`src/rtl/clk_div_pwm_if.sv`:
```
// rtl/clk_div_pwm_if.sv - control and status bundle for the programmable divider/PWM
interface clk_div_pwm_if #(
    parameter int CNT_W = 22
);
    logic             en;
    logic             load;
    logic [1:0]       mode;
    logic [CNT_W-1:0] period;
    logic [CNT_W-1:0] duty;
    logic [CNT_W-1:0] cnt;
    logic             out;
    logic             tick;
    logic             pend;

    modport master (
        output en, load, mode, period, duty,
        input  cnt, out, tick, pend
    );

    modport slave (
        input  en, load, mode, period, duty,
        output cnt, out, tick, pend
    );
endinterface

```
`src/rtl/clk_div_pwm.sv`:
```
// rtl/clk_div_pwm.sv - period counter with double-buffered toggle/pulse/PWM output
module clk_div_pwm #(
    parameter int CNT_W          = 22,
    parameter int DEFAULT_PERIOD = 2499999
) (
    input  logic          clk,
    input  logic          rst_n,
    clk_div_pwm_if.slave  bus
);
    localparam logic [CNT_W-1:0] DEF_P = CNT_W'(DEFAULT_PERIOD);
    localparam logic [CNT_W-1:0] DEF_D = CNT_W'((DEFAULT_PERIOD + 1) / 2);

    localparam logic [1:0] MODE_TOGGLE = 2'b00;
    localparam logic [1:0] MODE_PULSE  = 2'b01;
    localparam logic [1:0] MODE_PWM    = 2'b10;

    logic [CNT_W-1:0] r_cnt;
    logic             r_out;
    logic             r_tick;
    logic             r_pend;
    logic [CNT_W-1:0] r_per;
    logic [CNT_W-1:0] r_duty;
    logic [1:0]       r_mode;
    logic [CNT_W-1:0] r_pend_per;
    logic [CNT_W-1:0] r_pend_duty;
    logic [1:0]       r_pend_mode;

    logic             w_wrap;
    logic             w_swap;
    logic [CNT_W-1:0] w_cnt_next;
    logic [1:0]       w_eff_mode;
    logic [CNT_W-1:0] w_eff_duty;

    assign w_wrap     = (r_cnt == r_per);
    assign w_cnt_next = w_wrap ? '0 : r_cnt + CNT_W'(1);
    // A settings swap at a wrap must already govern the output computed on that edge.
    assign w_swap     = w_wrap && r_pend;
    assign w_eff_mode = w_swap ? r_pend_mode : r_mode;
    assign w_eff_duty = w_swap ? r_pend_duty : r_duty;

    always_ff @(posedge clk) begin
        if (!rst_n) begin
            r_cnt       <= '0;
            r_out       <= 1'b0;
            r_tick      <= 1'b0;
            r_pend      <= 1'b0;
            r_per       <= DEF_P;
            r_duty      <= DEF_D;
            r_mode      <= MODE_TOGGLE;
            r_pend_per  <= '0;
            r_pend_duty <= '0;
            r_pend_mode <= MODE_TOGGLE;
        end else if (bus.en) begin
            r_cnt  <= w_cnt_next;
            r_tick <= w_wrap;
            if (w_swap) begin
                r_per  <= r_pend_per;
                r_duty <= r_pend_duty;
                r_mode <= r_pend_mode;
            end
            case (w_eff_mode)
                MODE_TOGGLE: if (w_wrap) r_out <= ~r_out;
                MODE_PULSE:  r_out <= w_wrap;
                MODE_PWM:    r_out <= (w_cnt_next < w_eff_duty);
                default:     r_out <= 1'b0;
            endcase
            // A load coinciding with a wrap queues behind the swap happening on that edge.
            if (bus.load) begin
                r_pend_per  <= bus.period;
                r_pend_duty <= bus.duty;
                r_pend_mode <= bus.mode;
                r_pend      <= 1'b1;
            end else if (w_wrap) begin
                r_pend      <= 1'b0;
            end
        end else begin
            r_tick <= 1'b0;
            if (bus.load) begin
                r_per  <= bus.period;
                r_duty <= bus.duty;
                r_mode <= bus.mode;
                r_cnt  <= '0;
                r_pend <= 1'b0;
            end
        end
    end

    assign bus.cnt  = r_cnt;
    assign bus.out  = r_out;
    assign bus.tick = r_tick;
    assign bus.pend = r_pend;
endmodule

```
`src/flat_wrapper.sv`:
```
// flat-port wrapper written by rule: the top's interface ports become plain ports
module clk_div_pwm_flat 
#(
    parameter int CNT_W          = 22,
    parameter int DEFAULT_PERIOD = 2499999
)
  (clk, rst_n, bus_en, bus_load, bus_mode, bus_period, bus_duty, bus_cnt, bus_out, bus_tick, bus_pend);
  clk_div_pwm_if #(.CNT_W(CNT_W)) bus_i ();
  input  logic clk;
  input  logic rst_n;
  input wire logic [$bits(bus_i.en)-1:0] bus_en;
  input wire logic [$bits(bus_i.load)-1:0] bus_load;
  input wire logic [$bits(bus_i.mode)-1:0] bus_mode;
  input wire logic [$bits(bus_i.period)-1:0] bus_period;
  input wire logic [$bits(bus_i.duty)-1:0] bus_duty;
  output wire logic [$bits(bus_i.cnt)-1:0] bus_cnt;
  output wire logic [$bits(bus_i.out)-1:0] bus_out;
  output wire logic [$bits(bus_i.tick)-1:0] bus_tick;
  output wire logic [$bits(bus_i.pend)-1:0] bus_pend;
  assign bus_i.en = bus_en;
  assign bus_i.load = bus_load;
  assign bus_i.mode = bus_mode;
  assign bus_i.period = bus_period;
  assign bus_i.duty = bus_duty;
  assign bus_cnt = bus_i.cnt;
  assign bus_out = bus_i.out;
  assign bus_tick = bus_i.tick;
  assign bus_pend = bus_i.pend;
  clk_div_pwm #(.CNT_W(CNT_W), .DEFAULT_PERIOD(DEFAULT_PERIOD)) u_core (.clk(clk), .rst_n(rst_n), .bus(bus_i));
endmodule
```
`config.mk`:
```
export PLATFORM = sky130hd
export DESIGN_NAME = clk_div_pwm_flat
export DESIGN_NICKNAME = d
export VERILOG_FILES = /design/src/rtl/clk_div_pwm_if.sv /design/src/rtl/clk_div_pwm.sv /design/src/flat_wrapper.sv
export SDC_FILE = /design/constraint.sdc
export NUM_CORES = 1
export LEC_CHECK = 0
export CORE_ASPECT_RATIO = 1.1
export CORE_MARGIN = 2
export CORE_UTILIZATION = 45
export CTS_CLUSTER_DIAMETER = 120
export DETAILED_ROUTE_END_ITERATION = 8
export PLACE_DENSITY = 0.65
export SLEW_MARGIN = 5
export SYNTH_ARGS = -nofsm -noshare
export SYNTH_HDL_FRONTEND = slang
export SYNTH_SLANG_ARGS = --single-unit
export TNS_END_PERCENT = 30
```
`constraint.sdc`:
```
create_clock -name clk -period 7.7 [get_ports clk]
set_clock_uncertainty 0.1 [all_clocks]
set_input_delay 1.925 -clock clk [delete_from_list [all_inputs] [get_ports clk]]
set_output_delay 1.925 -clock clk [all_outputs]
set_load 0.05 [all_outputs]
```
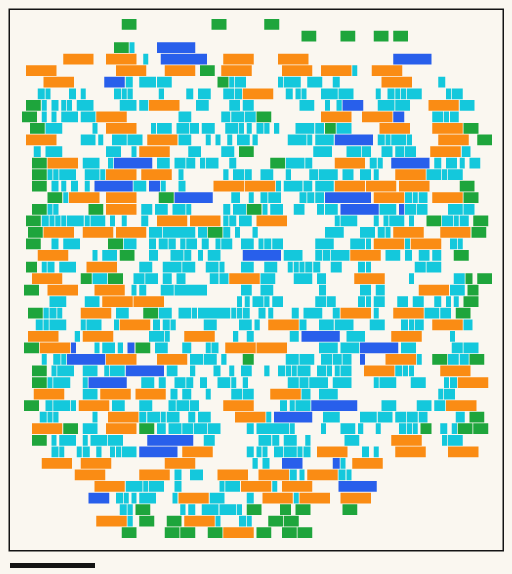
cell_classes.png
Scale bar: 20 um.
Orange stands for flip-flops, cells 117. Green stands for other buffers and delay cells, cells 81. Cyan stands for all other logic, cells 552. Blue stands for clock drivers and dummy loads, cells 32.
Core Util, Final: 56.1%
flop share of the area: 30.6%
Final Instance Area: 7640 sq um

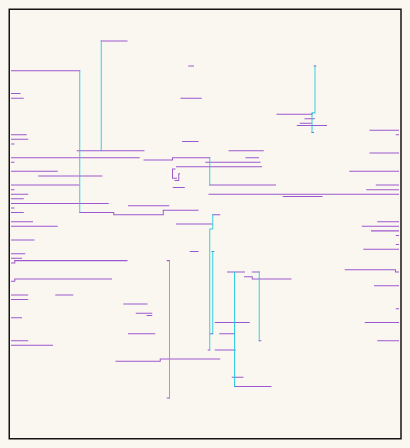
metal_stack.png
Two of the layers only.
Cyan stands for met4, wire length 264 um. Purple stands for met3, wire length 842 um.
total track usage: 23.0%
Wirelength per Cell: 16.6 um
Detailed Route WL: 16100 um
via count: 5277

==> impl_metrics.tcl <==
# metrics dict for downstream scripts
set metrics [dict create \
    area_leaders "dfxtp_1 (38%), mux2i_1 (8.7%), nand2_1 (7.6%), a21oi_1 (6.0%), mux2_2 (5.4%)" \
    pre_cts_ws_ps 3450 \
    yosysMostFrequentCell "nand2_1" \
    post_cts_buffers 0 \
    fin_total_pwr_uw 1660 \
    root_buffer "clkbuf_16" \
    hold_path.startpoint "u_core.r_pend_duty[9]" \
    buffer_area_share_pct 10.3 \
    regToRegSetupSlack_ps 3540 \
    cp.required_ps 7900 \
    status "completed" \
    avgSynthCellArea_sq_um 8.63 \
    area_growth_pct 23.2 \
    placed_cell_area_sq_um 7010 \
    final-comb-area_sq_um 3610 \
    largest_class "combinational gates" \
    die-area_sq_um 14700 \
    worstMarginPinSlew_ps 1050 \
    drt_iter0_drc 366 \
    period_used_pct 54.0 \
    yosys_warnings 0 \
    yosysTopAreaCell "dfxtp_1" \
    io_pins 75 \
    fillerInstances 1255 \
    tap_cells 188 \
    drv_cap 0 \
    netSwitchingPower_uw 376 \
    holdPathStages 2 \
    worst_hold_slack_ps 353 \
    pwr-share-comb_pct 9.8 \
    irDropWorstVdd_mv 0.145 \
    fp_util_pct 45.5 \
]
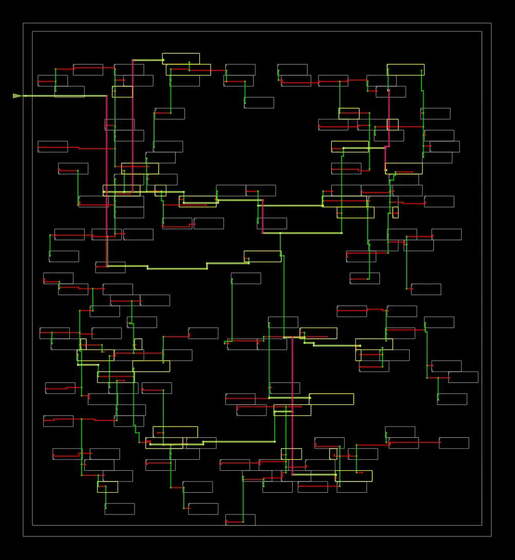
final_clocks.png
CTS Buf Count: 17
clk_lat worst skew: 420 ps
CLK BUF: 24
CTS sink cnt: 117
flop count: 117

==> cells by family (layout without fill, tap and decap cells) <==
group	count (synthesis)	after routing	share of synthesized area, %
and+or+nand+nor	270	270	21.4
AOI/OAI and AO/OA	126	126	12.4
DFF	117	117	37.7
muxes	84	84	14.2
buffers and inverters	58	121	4.01
xor gates and xnor gates	42	42	5.93
adders and majority gates	22	22	4.44
==> cells in the final DEF, fill, tap and decap left out, types with 7 or more instances in the layout <==
| master | instances |
|---|---|
| a211oi_1 | 27 |
| a21oi_1 | 74 |
| buf_4 | 8 |
| clkbuf_16 | 17 |
| clkdlybuf4s50_1 | 72 |
| dfxtp_1 | 117 |
| ha_1 | 22 |
| inv_1 | 7 |
| mux2_2 | 30 |
| mux2i_1 | 54 |
| nand2_1 | 125 |
| nand3_1 | 13 |
| nand4_1 | 11 |
| nor2_1 | 53 |
| nor2b_1 | 18 |
| nor3b_1 | 16 |
| xnor2_1 | 30 |
| xor2_1 | 12 |
==> per-layer routing <==
| layer | vias up | track usage [%] | routed length [um] | part of all wire, % |
|---|---|---|---|---|
| met1 | 2517 | 28.9 | 7220 | 45 |
| li1 | 2612 | - | - | - |
| met2 | 128 | 37.9 | 7810 | 48 |
| met5 | - | 0 | 0 | 0 |
| met3 | 20 | 6.55 | 842 | 5.2 |
| met4 | 0 | 7.70 | 264 | 1.6 |
==> flip-flops by register name (all words and copies together) (netlist names) <==
signal,count
u_core.bus.tick,1
u_core.r_duty,22
u_core.bus.out,1
u_core.r_pend_per,22
u_core.r_pend_duty,22
u_core.r_pend_mode,2
u_core.bus.pend,1
u_core.r_mode,2
u_core.bus.cnt,22
u_core.r_per,22
Power is estimated from default activity; no workload was simulated.
